File: src/rtl/dp_aux_pkg.sv
// Shared DP AUX definitions: command/status codes, responder FSM states, request header, DPCD reset image.
// Latency/backpressure: none (declarations only).
package dp_aux_pkg;

    localparam logic [3:0] CMD_NATIVE_WR = 4'b1000;
    localparam logic [3:0] CMD_NATIVE_RD = 4'b1001;

    localparam logic [3:0] STS_ACK   = 4'b0000;
    localparam logic [3:0] STS_NACK  = 4'b0001;
    localparam logic [3:0] STS_DEFER = 4'b0010;

    localparam logic [7:0] DPCD_REV_RST      = 8'h14;
    localparam logic [7:0] MAX_LINK_RATE_RST = 8'h1E;
    localparam logic [7:0] MAX_LANE_CNT_RST  = 8'h84;

    typedef enum logic [2:0] {
        ST_IDLE,
        ST_HDR,
        ST_WDATA,
        ST_GAP,
        ST_REPLY,
        ST_DRAIN
    } aux_state_t;

    typedef struct packed {
        logic [3:0]  cmd;
        logic [19:0] addr;
        logic [7:0]  len_m1;
    } aux_hdr_t;

    function automatic logic [7:0] dpcd_rst_val(input int idx);
        case (idx)
            0:       return DPCD_REV_RST;
            1:       return MAX_LINK_RATE_RST;
            2:       return MAX_LANE_CNT_RST;
            default: return 8'h00;
        endcase
    endfunction

endpackage

File: src/rtl/dp_aux_sink_responder_if.sv
// AUX request/reply byte streams between a source-side framer (master) and the sink responder (slave).
// Latency/backpressure: none; plain valid-qualified byte streams.
interface dp_aux_sink_responder_if;
    logic       aux_req_vld;
    logic [7:0] aux_req_byte;
    logic       defer_en;
    logic       aux_rep_vld;
    logic [7:0] aux_rep_byte;
    logic       busy;
    logic       proto_err;

    modport master (
        output aux_req_vld, aux_req_byte, defer_en,
        input  aux_rep_vld, aux_rep_byte, busy, proto_err
    );

    modport slave (
        input  aux_req_vld, aux_req_byte, defer_en,
        output aux_rep_vld, aux_rep_byte, busy, proto_err
    );
endinterface

File: src/rtl/dp_dpcd_regfile.sv
// DPCD byte store: one synchronous write port, one combinational read port, capability bytes preset on reset.
// Latency: write visible next cycle, read same cycle; no backpressure.
module dp_dpcd_regfile
    import dp_aux_pkg::*;
#(
    parameter int DEPTH = 16,
    parameter int AW    = 4
) (
    input  logic          clk,
    input  logic          rst,
    input  logic          we,
    input  logic [AW-1:0] waddr,
    input  logic [7:0]    wdata,
    input  logic [AW-1:0] raddr,
    output logic [7:0]    rdata
);
    logic [7:0] mem [DEPTH];

    always_ff @(posedge clk or posedge rst) begin
        if (rst) begin
            for (int i = 0; i < DEPTH; i++) mem[i] <= dpcd_rst_val(i);
        end else if (we) begin
            mem[waddr] <= wdata;
        end
    end

    assign rdata = (32'(raddr) < DEPTH) ? mem[raddr] : 8'h00;
endmodule

File: src/rtl/dp_aux_sink_responder.sv
// DP AUX sink: parses native read/write requests, answers ACK/NACK/DEFER after REPLY_GAP idle cycles.
// Backpressure: none; bytes arriving while a reply is pending are dropped and flagged on proto_err.
module dp_aux_sink_responder
    import dp_aux_pkg::*;
#(
    parameter int REPLY_GAP  = 4,
    parameter int DPCD_DEPTH = 16
) (
    input  logic                   clk,
    input  logic                   rst,
    dp_aux_sink_responder_if.slave aux
);
    localparam int AW = (DPCD_DEPTH > 1) ? $clog2(DPCD_DEPTH) : 1;

    aux_state_t    state_q, state_d;
    aux_hdr_t      hdr_q;
    logic [2:0]    hdr_cnt_q;
    logic [8:0]    data_cnt_q;
    logic [3:0]    gap_cnt_q;
    logic [3:0]    sts_q, end_sts;
    logic [8:0]    rep_cnt_q, rep_n_q, len_q;
    logic          rep_done_q, rep_last;
    logic [AW-1:0] rd_ptr_q;
    logic          commit_act_q, commit_busy;
    logic [8:0]    commit_cnt_q;
    logic          proto_err_q;
    logic          req_end, malformed, overlap;
    logic          cmd_ok, range_ok;
    logic [7:0]    rd_dat;
    logic [7:0]    data_buf [DPCD_DEPTH];

    assign len_q    = {1'b0, hdr_q.len_m1} + 9'd1;
    assign cmd_ok   = (hdr_q.cmd == CMD_NATIVE_WR) || (hdr_q.cmd == CMD_NATIVE_RD);
    assign range_ok = ({1'b0, hdr_q.addr} + {13'd0, hdr_q.len_m1}) <= 21'(DPCD_DEPTH - 1);
    assign rep_last = (rep_cnt_q == rep_n_q);
    // Write data lands in the DPCD only after the whole request is seen; the last commit beat is commit_cnt == len-1.
    assign commit_busy = commit_act_q && (commit_cnt_q != {1'b0, hdr_q.len_m1});

    always_comb begin
        if (aux.defer_en)                                  end_sts = STS_DEFER;
        else if (!cmd_ok || !range_ok || state_q == ST_DRAIN) end_sts = STS_NACK;
        else                                               end_sts = STS_ACK;
    end

    always_ff @(posedge clk or posedge rst) begin
        if (rst) state_q <= ST_IDLE;
        else     state_q <= state_d;
    end

    always_comb begin
        state_d   = state_q;
        req_end   = 1'b0;
        malformed = 1'b0;
        overlap   = 1'b0;
        case (state_q)
            ST_IDLE: if (aux.aux_req_vld) state_d = ST_HDR;
            ST_HDR: begin
                if (aux.aux_req_vld) begin
                    if (hdr_cnt_q == 3'd3 && hdr_q.cmd == CMD_NATIVE_WR) state_d = ST_WDATA;
                end else if (hdr_cnt_q == 3'd4) begin
                    req_end = 1'b1;
                end else begin
                    malformed = 1'b1;
                end
            end
            ST_WDATA: begin
                if (aux.aux_req_vld) begin
                    if (data_cnt_q == len_q) state_d = ST_DRAIN;
                end else if (data_cnt_q == len_q) begin
                    req_end = 1'b1;
                end else begin
                    malformed = 1'b1;
                end
            end
            ST_DRAIN: if (!aux.aux_req_vld) req_end = 1'b1;
            ST_GAP: begin
                overlap = aux.aux_req_vld;
                if (gap_cnt_q == 4'd1) state_d = ST_REPLY;
            end
            ST_REPLY: begin
                overlap = aux.aux_req_vld;
                if ((rep_done_q || rep_last) && !commit_busy) state_d = ST_IDLE;
            end
            default: state_d = ST_IDLE;
        endcase
        // The first idle request cycle already counts as one gap cycle.
        if (req_end)   state_d = (REPLY_GAP > 1) ? ST_GAP : ST_REPLY;
        if (malformed) state_d = ST_IDLE;
    end

    always_ff @(posedge clk or posedge rst) begin
        if (rst) begin
            hdr_q        <= '0;
            hdr_cnt_q    <= '0;
            data_cnt_q   <= '0;
            gap_cnt_q    <= '0;
            sts_q        <= '0;
            rep_cnt_q    <= '0;
            rep_n_q      <= '0;
            rep_done_q   <= 1'b0;
            rd_ptr_q     <= '0;
            commit_act_q <= 1'b0;
            commit_cnt_q <= '0;
            proto_err_q  <= 1'b0;
        end else begin
            proto_err_q <= malformed || overlap;
            if (state_q == ST_IDLE && aux.aux_req_vld) begin
                hdr_q.cmd  <= aux.aux_req_byte[7:4];
                hdr_q.addr <= {aux.aux_req_byte[3:0], 16'h0000};
                hdr_cnt_q  <= 3'd1;
                data_cnt_q <= '0;
            end
            if (state_q == ST_HDR && aux.aux_req_vld && hdr_cnt_q != 3'd4) begin
                case (hdr_cnt_q)
                    3'd1:    hdr_q.addr[15:8] <= aux.aux_req_byte;
                    3'd2:    hdr_q.addr[7:0]  <= aux.aux_req_byte;
                    default: hdr_q.len_m1     <= aux.aux_req_byte;
                endcase
                hdr_cnt_q <= hdr_cnt_q + 3'd1;
            end
            if (state_q == ST_WDATA && aux.aux_req_vld) data_cnt_q <= data_cnt_q + 9'd1;
            if (state_q == ST_GAP) gap_cnt_q <= gap_cnt_q - 4'd1;
            if (state_q == ST_REPLY && !rep_done_q) begin
                if (rep_last) rep_done_q <= 1'b1;
                else          rep_cnt_q  <= rep_cnt_q + 9'd1;
                if (rep_cnt_q != 9'd0) rd_ptr_q <= rd_ptr_q + 1'b1;
            end
            if (commit_act_q) begin
                commit_cnt_q <= commit_cnt_q + 9'd1;
                if (!commit_busy) commit_act_q <= 1'b0;
            end
            if (req_end) begin
                sts_q      <= end_sts;
                rep_cnt_q  <= '0;
                rep_done_q <= 1'b0;
                rd_ptr_q   <= hdr_q.addr[AW-1:0];
                gap_cnt_q  <= 4'(REPLY_GAP - 1);
                rep_n_q    <= (end_sts == STS_ACK && hdr_q.cmd == CMD_NATIVE_RD) ? len_q : 9'd0;
                if (end_sts == STS_ACK && hdr_q.cmd == CMD_NATIVE_WR) begin
                    commit_act_q <= 1'b1;
                    commit_cnt_q <= '0;
                end
            end
        end
    end

    always_ff @(posedge clk) begin
        if (state_q == ST_WDATA && aux.aux_req_vld && 32'(data_cnt_q) < DPCD_DEPTH)
            data_buf[data_cnt_q[AW-1:0]] <= aux.aux_req_byte;
    end

    dp_dpcd_regfile #(
        .DEPTH (DPCD_DEPTH),
        .AW    (AW)
    ) u_dpcd (
        .clk   (clk),
        .rst   (rst),
        .we    (commit_act_q),
        .waddr (hdr_q.addr[AW-1:0] + commit_cnt_q[AW-1:0]),
        .wdata (data_buf[commit_cnt_q[AW-1:0]]),
        .raddr (rd_ptr_q),
        .rdata (rd_dat)
    );

    always_comb begin
        aux.busy         = (state_q != ST_IDLE);
        aux.aux_rep_vld  = (state_q == ST_REPLY) && !rep_done_q;
        aux.aux_rep_byte = 8'h00;
        if (state_q == ST_REPLY && !rep_done_q)
            aux.aux_rep_byte = (rep_cnt_q == 9'd0) ? {sts_q, 4'b0000} : rd_dat;
    end

    assign aux.proto_err = proto_err_q;
endmodule
File: src/flat_wrapper.sv
// flat-port wrapper written by rule: the top's interface ports become plain ports
module dp_aux_sink_responder_flat import dp_aux_pkg::*;
#(
    parameter int REPLY_GAP  = 4,
    parameter int DPCD_DEPTH = 16
)
  (clk, rst, aux_aux_req_vld, aux_aux_req_byte, aux_defer_en, aux_aux_rep_vld, aux_aux_rep_byte, aux_busy, aux_proto_err);
  dp_aux_sink_responder_if aux_i ();
  input  logic clk;
  input  logic rst;
  input wire logic [$bits(aux_i.aux_req_vld)-1:0] aux_aux_req_vld;
  input wire logic [$bits(aux_i.aux_req_byte)-1:0] aux_aux_req_byte;
  input wire logic [$bits(aux_i.defer_en)-1:0] aux_defer_en;
  output wire logic [$bits(aux_i.aux_rep_vld)-1:0] aux_aux_rep_vld;
  output wire logic [$bits(aux_i.aux_rep_byte)-1:0] aux_aux_rep_byte;
  output wire logic [$bits(aux_i.busy)-1:0] aux_busy;
  output wire logic [$bits(aux_i.proto_err)-1:0] aux_proto_err;
  assign aux_i.aux_req_vld = aux_aux_req_vld;
  assign aux_i.aux_req_byte = aux_aux_req_byte;
  assign aux_i.defer_en = aux_defer_en;
  assign aux_aux_rep_vld = aux_i.aux_rep_vld;
  assign aux_aux_rep_byte = aux_i.aux_rep_byte;
  assign aux_busy = aux_i.busy;
  assign aux_proto_err = aux_i.proto_err;
  dp_aux_sink_responder #(.REPLY_GAP(REPLY_GAP), .DPCD_DEPTH(DPCD_DEPTH)) u_core (.clk(clk), .rst(rst), .aux(aux_i));
endmodule
File: config.mk
export PLATFORM = sky130hd
export DESIGN_NAME = dp_aux_sink_responder_flat
export DESIGN_NICKNAME = d
export VERILOG_FILES = /design/src/rtl/dp_aux_pkg.sv /design/src/rtl/dp_aux_sink_responder_if.sv /design/src/rtl/dp_dpcd_regfile.sv /design/src/rtl/dp_aux_sink_responder.sv /design/src/flat_wrapper.sv
export SDC_FILE = /design/constraint.sdc
export NUM_CORES = 1
export LEC_CHECK = 0
export CORE_AREA = 2 2 185 187
export DETAILED_ROUTE_END_ITERATION = 16
export DIE_AREA = 0 0 187 189
export PLACE_DENSITY = 0.65
export SYNTH_ARGS = -nofsm -noshare
export SYNTH_HDL_FRONTEND = slang
export SYNTH_HIERARCHICAL = 1
export SYNTH_SLANG_ARGS = --single-unit
File: constraint.sdc
create_clock -name clk -period 7 [get_ports clk]
set_input_delay 2.1 -clock clk [delete_from_list [all_inputs] [get_ports clk]]
set_output_delay 2.1 -clock clk [all_outputs]
set_load 0.02 [all_outputs]
final_placement.png
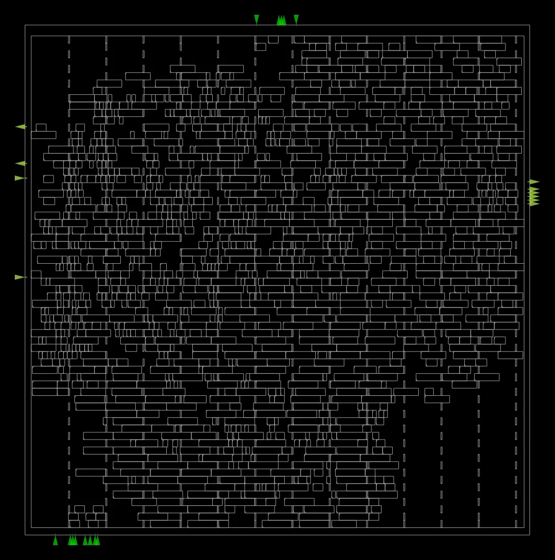
sequential cell count: 343
area of the core: 33300 sq um
final core area utilization: 54.9%
share of cell area taken by flip-flops and latches: 50.5%

met3.png
(2 px per um)
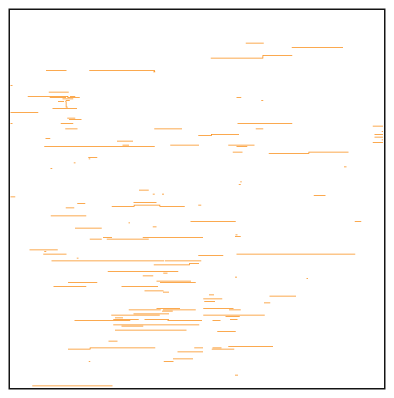
nets with wire on the layer = 86
wire length on this layer = 1500 um
share of all routed wire = 4.1%
longest straight run = 59.1 um
main direction = horizontal
vias: 10.1k
total length of routed wires: 36500 um

met4.png
(2 px per um) Supply wires on this layer in gray.
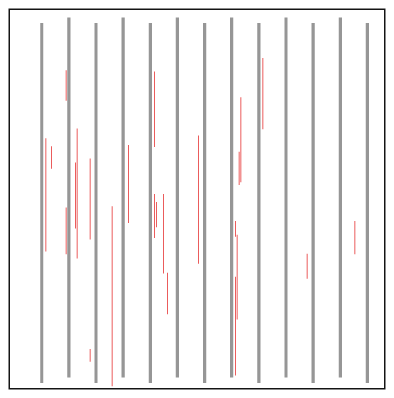
share of all routed wire = 2.2%
wire length on this layer = 794 um

met1.png
(2 px per um) Supply wires on this layer in gray.
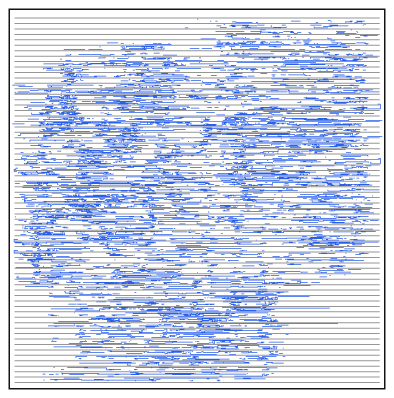
wire length on this layer = 16500 um
share of all routed wire = 45%
longest straight run = 74.5 um
nets with wire on the layer = 1213
main direction = horizontal

==> datasheet_impl.txt <==
Implementation parameters

Parameter                              Value

Synth
  Post-synthesis instance area .................. 16500 sq um
  Count of library flops with an enable pin .................. 128
  Cell with the most instances after synthesis .................. dfrtp_1
  Synthesized netlist net count .................. 1289
  Yosys chip area .................. 16500 sq um
  Fraction of synthesized cell area taken by the top area cell type .................. 31.4%

Placed design
  Area after DPL .................. 17000 sq um
  Number of buffers added on ports .................. 22
  Detailed placer's ending HPWL .................. 23600 um

Layout
  Non-clock inverter total of the final layout .................. 24
  Non-clock buffers .................. 33
  Design area .................. 18300 sq um
  Ant. Diodes .................. 1
  Area of combinational cells with multiple inputs .................. 6840 sq um
  Post-layout instance count excluding filler cells .................. 1727
  Non-clock buffering overhead in the final layout .................. 1.66%
  Register area .................. 9240 sq um

Global routing
  Number of global-route vias before repair .................. 10.3k
  Peak-usage layer in the global routing report .................. met2
  Remaining global-route overflow .................. 0
  Antenna violations before repair .................. 0

STA
  Setup violations, final .................. 0
  Fin crit period .................. 5.83 ns
  Final Max Tran Viols .................. 0
  Setup clock skew after layout .................. 0.0139 ns

Flow run
  Warning total across the stage logs .................. 36
  Maxcap violations .................. 0

Clock network
  Post-CTS Hold Buffers .................. 0
  Post-CTS repair timing setup buffer count .................. 0
  Maximum buffer depth of the clock tree .................. 3

Setup path
  Kind of critical path .................. register to output port
  Endpoint kind of the worst setup timing path .................. output port
  Reg2reg path depth .................. 5
  Critical Path Fanout Max .................. 16
  Critical path, cell by cell .................. nor3b_1 > nand2b_1 > a21oi_1 > and2_1 > clkdlybuf4s50_1
  Standard cell with the maximum stage delay on the critical path .................. a21oi_1
  CP Capture Point .................. aux_aux_rep_byte[7]

Floorplan
  Number of standard-cell rows in the floorplan .................. 67
  Chip Area .................. 35300 sq um
  Floorplan die height .................. 189 um
  Ports placed on the boundary .................. 23
  Number of tap instances .................. 448

Min path
  Worst min-delay path category .................. register to register

Pwr
  Power density normalized to cell area .................. 319 nW/um^2

Run status
  Outcome .................. finished, final reports clean
layout by cell type (no fill, tap or decap), types with 10 or more instances in the layout:
cell             instances
o21ai_0                 33
dfrtp_1                205
xor2_1                  32
nor3_1                  11
nand3_1                 44
nor2_1                  58
inv_1                   22
and2_1                  12
nor2b_1                 10
clkbuf_16               39
mux2i_1                 33
buf_4                   11
clkbuf_1                10
a22oi_1                 24
clkdlybuf4s50_1         22
a221oi_1                10
edfxtp_1               128
nand2_1                114
mux2_2                 146
ha_1                    27
xnor2_1                 31
a21oi_1                 35
mux4_2                  48
nand4_1                 16
kinds of logic (layout without fill, tap and decap cells):
kind of cell    Yosys count  count (layout)
fa+ha+maj                29              29
simple gates            320             320
compound gates          168             168
buf+inv                  97             127
mux                     228             228
flops                   343             343
xor+xnor                 63              63
other cells               0               1
Power figures rest on the tool's default switching activity, not on a simulated workload.
